<file path="src/rtl/fwd_scoreboard_pkg.sv">
// Shared codes and record type for the forwarding scoreboard.
// The readiness rule lives here so every operand mux applies the same one.
package fwd_scoreboard_pkg;

    localparam logic [4:0] BR_NONE = 5'd0;
    localparam logic [4:0] BR_BEQ  = 5'd1;
    localparam logic [4:0] BR_BNE  = 5'd2;
    localparam logic [4:0] BR_BGEZ = 5'd3;
    localparam logic [4:0] BR_BGTZ = 5'd4;
    localparam logic [4:0] BR_BLEZ = 5'd5;
    localparam logic [4:0] BR_BLTZ = 5'd6;

    localparam logic [2:0] NPC_PC4 = 3'd0;
    localparam logic [2:0] NPC_B   = 3'd1;
    localparam logic [2:0] NPC_J   = 3'd2;
    localparam logic [2:0] NPC_JR  = 3'd3;

    localparam logic [2:0] WB_ALU = 3'd0;
    localparam logic [2:0] WB_RS  = 3'd1;
    localparam logic [2:0] WB_RAM = 3'd2;
    localparam logic [2:0] WB_HI  = 3'd3;
    localparam logic [2:0] WB_LO  = 3'd4;
    localparam logic [2:0] WB_PC8 = 3'd5;

    typedef struct packed {
        logic       valid;
        logic [4:0] wreg;
        logic [2:0] wsel;
    } fwd_rec_t;

    localparam fwd_rec_t REC_NONE = '{valid: 1'b0, wreg: 5'd0, wsel: 3'd0};

    // A producer's result is usable once its class has produced final data.
    function automatic logic rec_ready(input logic [2:0] wsel,
                                       input logic       load_ok,
                                       input logic       md_busy);
        logic rdy;
        case (wsel)
            WB_RAM:       rdy = load_ok;
            WB_HI, WB_LO: rdy = ~md_busy;
            default:      rdy = 1'b1;
        endcase
        return rdy;
    endfunction

endpackage

</file>
<file path="src/rtl/fwd_scoreboard_operand_mux.sv">
// One-operand forwarding: youngest matching producer wins, flags a hazard
// when that producer's data is not final yet.
module fwd_operand_mux
    import fwd_scoreboard_pkg::*;
#(
    parameter int XLEN     = 32,
    parameter int DEPTH    = 3,
    parameter int LOAD_STG = 1
) (
    input  fwd_rec_t [DEPTH-1:0]      recs,
    input  logic [DEPTH*XLEN-1:0]     stg_data,
    input  logic [XLEN-1:0]           rf_rdata,
    input  logic [4:0]                src,
    input  logic                      md_busy,
    output logic [XLEN-1:0]           rdata,
    output logic                      hazard
);

    logic hit_s;

    // Walk oldest to youngest so the lowest stage index overrides the rest.
    always_comb begin
        rdata  = (src == 5'd0) ? {XLEN{1'b0}} : rf_rdata;
        hazard = 1'b0;
        hit_s  = 1'b0;
        for (int k = DEPTH - 1; k >= 0; k--) begin
            hit_s  = recs[k].valid && (recs[k].wreg == src) && (src != 5'd0);
            rdata  = hit_s ? stg_data[k*XLEN +: XLEN] : rdata;
            hazard = hit_s ? ~rec_ready(recs[k].wsel, (k >= LOAD_STG), md_busy) : hazard;
        end
    end

endmodule

</file>
<file path="src/rtl/fwd_scoreboard.sv">
// ID-stage forwarding scoreboard: tracks in-flight writers, forwards operands,
// raises load-use / mul-div stalls and resolves branches and jumps.
module fwd_scoreboard
    import fwd_scoreboard_pkg::*;
#(
    parameter int XLEN     = 32,
    parameter int DEPTH    = 3,
    parameter int LOAD_STG = 1,
    parameter int MD_LAT   = 4
) (
    input  logic                  clk,
    input  logic                  resetn,
    input  logic                  ext_stall,
    input  logic                  id_valid,
    input  logic                  id_wen,
    input  logic                  id_is_md,
    input  logic                  id_reads_hilo,
    input  logic [4:0]            id_rs,
    input  logic [4:0]            id_rt,
    input  logic [4:0]            id_wreg,
    input  logic                  id_use_rs,
    input  logic                  id_use_rt,
    input  logic [2:0]            id_wsel,
    input  logic [4:0]            id_br_op,
    input  logic [2:0]            id_npc_op,
    input  logic [XLEN-1:0]       id_pc,
    input  logic [XLEN-1:0]       id_imm,
    input  logic [XLEN-1:0]       rf_rdata1,
    input  logic [XLEN-1:0]       rf_rdata2,
    input  logic [DEPTH*XLEN-1:0] stg_data,
    output logic [XLEN-1:0]       out_rdata1,
    output logic [XLEN-1:0]       out_rdata2,
    output logic                  stall,
    output logic                  jmp,
    output logic [XLEN-1:0]       dest,
    output logic                  md_busy
);

    localparam int MD_CNT_W = $clog2(MD_LAT + 1);

    fwd_rec_t [DEPTH-1:0] rec_q, rec_d;
    logic [MD_CNT_W-1:0]  md_cnt_q, md_cnt_d;
    logic                 md_busy_s, stall_s, haz1_s, haz2_s, taken_s, pass_s;
    logic [XLEN-1:0]      op1_raw_s, op2_raw_s, op1_s, op2_s, pc4_s, dest_s;

    assign md_busy_s = (md_cnt_q != {MD_CNT_W{1'b0}});

    fwd_operand_mux #(.XLEN(XLEN), .DEPTH(DEPTH), .LOAD_STG(LOAD_STG)) u_mux_rs (
        .recs(rec_q), .stg_data(stg_data), .rf_rdata(rf_rdata1), .src(id_rs),
        .md_busy(md_busy_s), .rdata(op1_raw_s), .hazard(haz1_s)
    );

    fwd_operand_mux #(.XLEN(XLEN), .DEPTH(DEPTH), .LOAD_STG(LOAD_STG)) u_mux_rt (
        .recs(rec_q), .stg_data(stg_data), .rf_rdata(rf_rdata2), .src(id_rt),
        .md_busy(md_busy_s), .rdata(op2_raw_s), .hazard(haz2_s)
    );

    assign stall_s = id_valid & ((id_use_rs & haz1_s) | (id_use_rt & haz2_s) |
                                 ((id_reads_hilo | id_is_md) & md_busy_s));
    // Operands are zeroed while stalled or in reset; branch logic sees the gated values.
    assign pass_s  = resetn & ~stall_s;
    assign op1_s   = pass_s ? op1_raw_s : {XLEN{1'b0}};
    assign op2_s   = pass_s ? op2_raw_s : {XLEN{1'b0}};
    assign pc4_s   = id_pc + XLEN'(4);

    // Next state: shift records toward WB, insert ID writer or a bubble, run the md countdown.
    always_comb begin
        rec_d    = rec_q;
        md_cnt_d = md_cnt_q;
        if (!ext_stall) begin
            for (int k = 1; k < DEPTH; k++) begin
                rec_d[k] = rec_q[k-1];
            end
            if (id_valid && id_wen && (id_wreg != 5'd0) && !stall_s) begin
                rec_d[0] = '{valid: 1'b1, wreg: id_wreg, wsel: id_wsel};
            end else begin
                rec_d[0] = REC_NONE;
            end
            if (id_valid && id_is_md && !stall_s) begin
                md_cnt_d = MD_CNT_W'(MD_LAT);
            end else if (md_busy_s) begin
                md_cnt_d = md_cnt_q - MD_CNT_W'(1);
            end else begin
                md_cnt_d = md_cnt_q;
            end
        end else begin
            rec_d    = rec_q;
            md_cnt_d = md_cnt_q;
        end
    end

    // State register with synchronous active-low reset.
    always_ff @(posedge clk) begin
        if (!resetn) begin
            for (int k = 0; k < DEPTH; k++) begin
                rec_q[k] <= REC_NONE;
            end
            md_cnt_q <= {MD_CNT_W{1'b0}};
        end else begin
            rec_q    <= rec_d;
            md_cnt_q <= md_cnt_d;
        end
    end

    // Branch condition and redirect target.
    always_comb begin
        taken_s = 1'b0;
        dest_s  = {XLEN{1'b0}};
        case (id_npc_op)
            NPC_B: begin
                dest_s = pc4_s + id_imm;
                case (id_br_op)
                    BR_BEQ:  taken_s = (op1_s == op2_s);
                    BR_BNE:  taken_s = (op1_s != op2_s);
                    BR_BGEZ: taken_s = ~op1_s[XLEN-1];
                    BR_BGTZ: taken_s = ~op1_s[XLEN-1] & (op1_s != {XLEN{1'b0}});
                    BR_BLEZ: taken_s = op1_s[XLEN-1] | (op1_s == {XLEN{1'b0}});
                    BR_BLTZ: taken_s = op1_s[XLEN-1];
                    default: taken_s = 1'b0;
                endcase
            end
            NPC_J: begin
                taken_s = 1'b1;
                dest_s  = {pc4_s[XLEN-1:XLEN-4], id_imm[XLEN-5:0]};
            end
            NPC_JR: begin
                taken_s = 1'b1;
                dest_s  = op1_s;
            end
            default: begin
                taken_s = 1'b0;
                dest_s  = {XLEN{1'b0}};
            end
        endcase
    end

    assign out_rdata1 = op1_s;
    assign out_rdata2 = op2_s;
    assign stall      = resetn & stall_s;
    assign jmp        = pass_s & id_valid & taken_s;
    assign dest       = resetn ? dest_s : {XLEN{1'b0}};
    assign md_busy    = resetn & md_busy_s;

endmodule
</file>
<file path="config.mk">
export PLATFORM = sky130hd
export DESIGN_NAME = fwd_scoreboard
export DESIGN_NICKNAME = d
export VERILOG_FILES = /design/src/rtl/fwd_scoreboard_pkg.sv /design/src/rtl/fwd_scoreboard_operand_mux.sv /design/src/rtl/fwd_scoreboard.sv
export SDC_FILE = /design/constraint.sdc
export NUM_CORES = 1
export LEC_CHECK = 0
export ABC_CLOCK_PERIOD_IN_PS = 4300
export CAP_MARGIN = 15
export CORE_MARGIN = 4
export CORE_UTILIZATION = 40
export CTS_BUF_LIST = sky130_fd_sc_hd__clkbuf_4 sky130_fd_sc_hd__clkbuf_8
export CTS_CLUSTER_DIAMETER = 40
export DETAILED_ROUTE_END_ITERATION = 8
export HOLD_SLACK_MARGIN = 0.08
export PLACE_DENSITY = 0.76
export SLEW_MARGIN = 25
export SYNTH_ARGS = -nofsm -noshare
export SYNTH_HDL_FRONTEND = slang
export SYNTH_SLANG_ARGS = --single-unit
</file>
<file path="constraint.sdc">
create_clock -name clk -period 4.3 [get_ports clk]
set_input_delay 0.43 -clock clk [delete_from_list [all_inputs] [get_ports clk]]
set_output_delay 0.43 -clock clk [all_outputs]
set_load 0.005 [all_outputs]
</file>
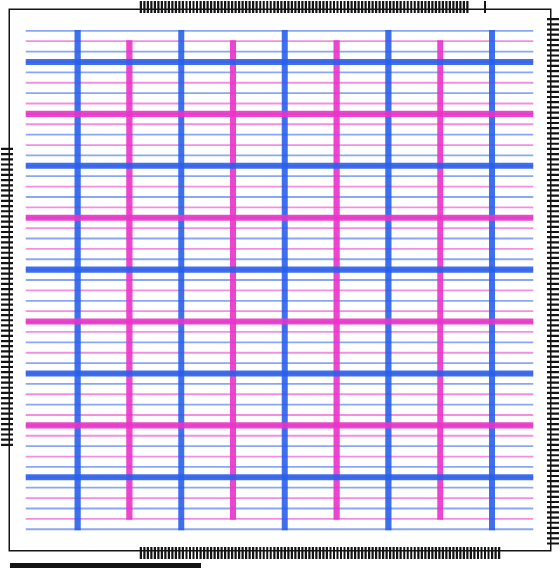
(supply network)
The bar under the picture is 50 um long. Pins as bars on the die edge.
| color | net |
|---|---|
| blue | VSS |
| magenta | VDD |
met4 straps: 9
met1 rails: 49
Core Area: 0.0174 sq mm
DIE WIDTH: 141 um

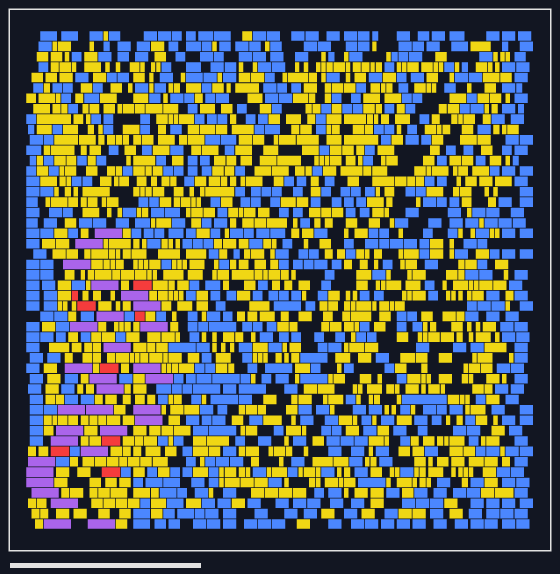
(placed cells, one color a class)
The bar under the picture is 50 um long.
| color | class | cells |
|---|---|---|
| yellow | remaining logic cells | 927 |
| purple | sequential cells | 30 |
| blue | remaining buffers and delay cells | 640 |
| red | clock drivers and dummy loads | 8 |
fraction of area in registers: 0.0441
final instance area: 0.0136 sq mm
final core occ: 0.785
row cnt: 48

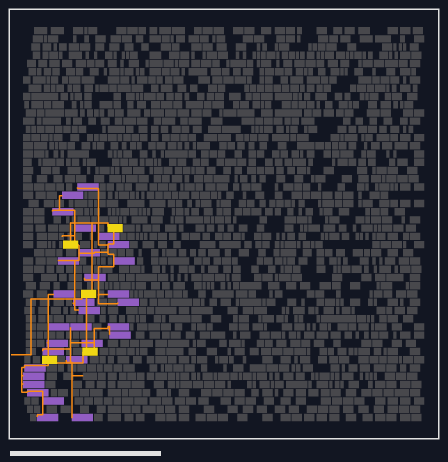
(clock wires, drivers and flops)
The bar under the picture is 50 um long.
[yellow] clock-net drivers | count: 5
[orange] clock wires | length: 418 um
[purple] flip-flops | count: 30
routed clock nets: 6
Insertion Delay late pin: 0.29 ns
skew final: 0.00831 ns
Clk pwr share: 0.121
Clk. pwr: 0.245 mW

==> results.cfg <==
; physical design summary
[floorplan]
fp_util = 0.410
chip_area_sq_mm = 0.0200
io_pins = 358

[grt]
grt-ovfl-total = 0
grt_antenna_before_repair = 5
grt_pass1_wl_mm = 59.6
grtUsageTotal = 0.373
grt_max_degree = 48
grt_pass1_vias = 10500

[synthesis]
netlist_instances = 1020
fa_ha_area_frac = 0.0625
synth-simple-area-share = 0.285
yosys-stat-cells = 1020
yosys-top-cells-count = nor2_1, nand2_1, mux2i_1, xnor2_1, a21oi_1
xor_share = 0.130
flop_cell = dfxtp_1
synth_cell_types = 65
async_reset_ff_frac = 0
syn_nets = 1314
enable_flop_cells = 0
ys_area_sq_mm = 0.00712
syn_area_per_cell_sq_um = 6.98
most_common_cell = nor2_1
area_leaders = mux2i_1, xnor2_1, dfxtp_1, nor2_1, nand2_1
netlist_area_sq_mm = 0.00712
numSynthFlops = 30
ys_sh_aoi = 0.269
yosys.area.top_type = mux2i_1
muxShareOfSynthArea = 0.124
ys_warn_count = 0

[critical_path]
cp.depth = 18
ff2ff_setup_slack_ns = 1.43
endpoint = dest[24]
worst_r2r_path_depth = 15
cp_common_cell = buf_4
setup.worst_path.start = id_rt[4]
path_cells = dlygate4sd2_1, or4_4, nor2_4, buf_6, nor3_2, and3_1, o311a_1, nor3_2, buf_4, o21ai_4, or3_4, buf_6, buf_4, buf_4, o21ai_1, a21oi_1, nor2_1, buf_2
path_buffers = 7
cp_max_fo = 4
worstPathArrival_ns = 3.82
cp.required_ns = 3.87
worst_r2r_startpoint = md_cnt_q[0]$_SDFFE_PN0P_
worst-setup-path-type = primary input to output port
slowest_delay_ns = 0.45
crit_path_start_kind = primary input
crit_family = simple AND/OR/NAND/NOR gates
r2r_end = rec_q[6]$_SDFFE_PN0N_
endpoint_kind = output port

[clock_tree]
clkSinkCount = 30
cts_root_buf = clkbuf_8
cts_buffer_depth = 2
clk_pin_slew_worst_paths_ns = 0.07
htree_levels = 2
cts_tree = built
cts_buffers = 5

[drt]
drcViolationCount = 0
wl_per_cell_um = 21.9
drtIter0Drc = 936
postRouteAntennaNets = 0
dr.pass1.iters = 8
routed_wl_mm = 40.2
via_per_inst = 5.89
num_vias = 10800

[power_and_ir_drop]
p_leak_nw = 5.55
ir_drop_mv = 0.236
pwr_density_cell_mw_per_mm2 = 148

[layout]
nets = 1898
stdcell_count = 1835
drive_above_1_share = 0.271
syn_to_final_growth_pct = 91.2

[sta]
tns_ns = 0
period_minus_slack_ns = 4.25
setup_viol = 0
max_slew_margin = 0.365
whs_ns = 0.544
fmax_ghz = 0.236
max_slew.worst_pin.slew_ns = 0.948
hold_viol = 0

[placed_design]
dp_hpwl_mm = 32.1
place.gp.congestion = 1.03
dp.cells = 1786
io_buffers = 357

[status]
status = complete, no violations

[hold_path]
hp-start = rec_q[2]$_SDFFE_PN0N_
hold_path.class = flop to flop

[run]
drv_cap = 0
warnings = 29
## cells by family after synthesis
logic type	count (synthesis)
multiplexers	88
AND-OR/OR-AND	248
AND/OR/NAND/NOR	435
XOR/XNOR	106
flip-flops	30
buffers and inverters	78
adder cells (fa/ha/maj)	35
## final cells by class
class	instances	area, sq um
sequential	30	601
fill	1277	3740
timing repair buffer	640	5860
multi-input combinational	912	6710
clock buffer	7	90.1
inverter	15	56.3
clock inverter	1	5.00
tap	225	282
antenna	5	12.5
## worst reg2reg max path: stages, from the launching register on
cell and delay (ns):
dfxtp_1 0.31, inv_1 0.10, ha_1 0.19, nor2b_1 0.47, o22ai_1 0.21, nand2b_1 0.18
o311a_1 0.13, nor3_2 0.17, buf_4 0.16, buf_4 0.10, buf_4 0.10, nand2_1 0.07
nor4b_2 0.21, buf_4 0.20, a22oi_1 0.08, nor2b_1 0.13
## cell usage in the layout, fill, tap and decap left out, types with 6 or more instances in the layout
cell,Yosys,layout
a21oi_2,0,10
clkbuf_8,0,6
a221oi_1,19,16
nor2_4,1,13
and3_1,15,9
xnor2_1,72,68
a22oi_1,13,13
inv_1,15,14
xor2_1,34,33
dlymetal6s2s_1,0,12
buf_12,0,12
nand2_1,119,114
o221ai_1,10,9
o211ai_1,9,9
buf_4,0,259
nor2b_1,37,37
dfxtp_1,30,30
a21oi_1,64,50
buf_6,1,16
mux2i_1,88,86
o21ai_0,13,9
a21o_1,16,16
buf_2,13,8
ha_1,34,32
nand2b_1,14,14
nand3_1,23,17
clkdlybuf4s50_1,0,303
nor2_1,160,144
o22a_1,25,25
dlygate4sd2_1,0,22
nand4_1,22,22
nor3_2,1,6
o221a_2,33,33
## state kept, by name, summed over array words and instances (netlist names)
| name | flops |
|---|---|
| md_cnt_q | 3 |
| rec_q | 27 |
## worst min path at each step
stage / end / cells after the start
after floorplan: rec_q[26]$_SDFFE_PN0N_ / 2
after global placement: rec_q[26]$_SDFFE_PN0N_ / 2
after detailed placement: rec_q[11]$_SDFFE_PN0N_ / 2
after CTS: rec_q[11]$_SDFFE_PN0N_ / 2
after global routing: rec_q[9]$_SDFFE_PN0N_ / 2
final: rec_q[11]$_SDFFE_PN0N_ / 2
## metal layers
metal	vias to the layer above	global-route usage	wire length, um	share of wire
li1	4939	-	-	-
met1	5105	0.478	15700	0.39
met2	644	0.628	18700	0.46
met3	128	0.0529	3660	0.091
met4	0	0.155	2150	0.053
met5	-	0	0	0
## through the flow
step / total power, mW / setup slack, ns / cell area [sq um]
floorplan: 0.851 / 0.485 / 7120
global placement: 1.64 / -0.616 / 12700
detailed placement: 1.65 / -0.703 / 12700
CTS: 1.95 / -0.0951 / 13300
global route: 2.12 / -0.0494 / 13600
finish: 2.02 / 0.0550 / 13600
## power by group
| part | leakage [nW] | internal [mW] | switching (mW) |
|---|---|---|---|
| clock | 0.0517 | 0.135 | 0.110 |
| sequential | 0.243 | 0.290 | 0.0100 |
| combinational | 5.25 | 0.818 | 0.655 |
## repair_timing
action	in CTS	in global routing
gates resized	147	83
pin swaps	76	64
hold buffers	0	0
setup endpoints to repair	77	41
gates cloned	1	0
setup buffers	21	14
Power and IR drop assume default switching activity.
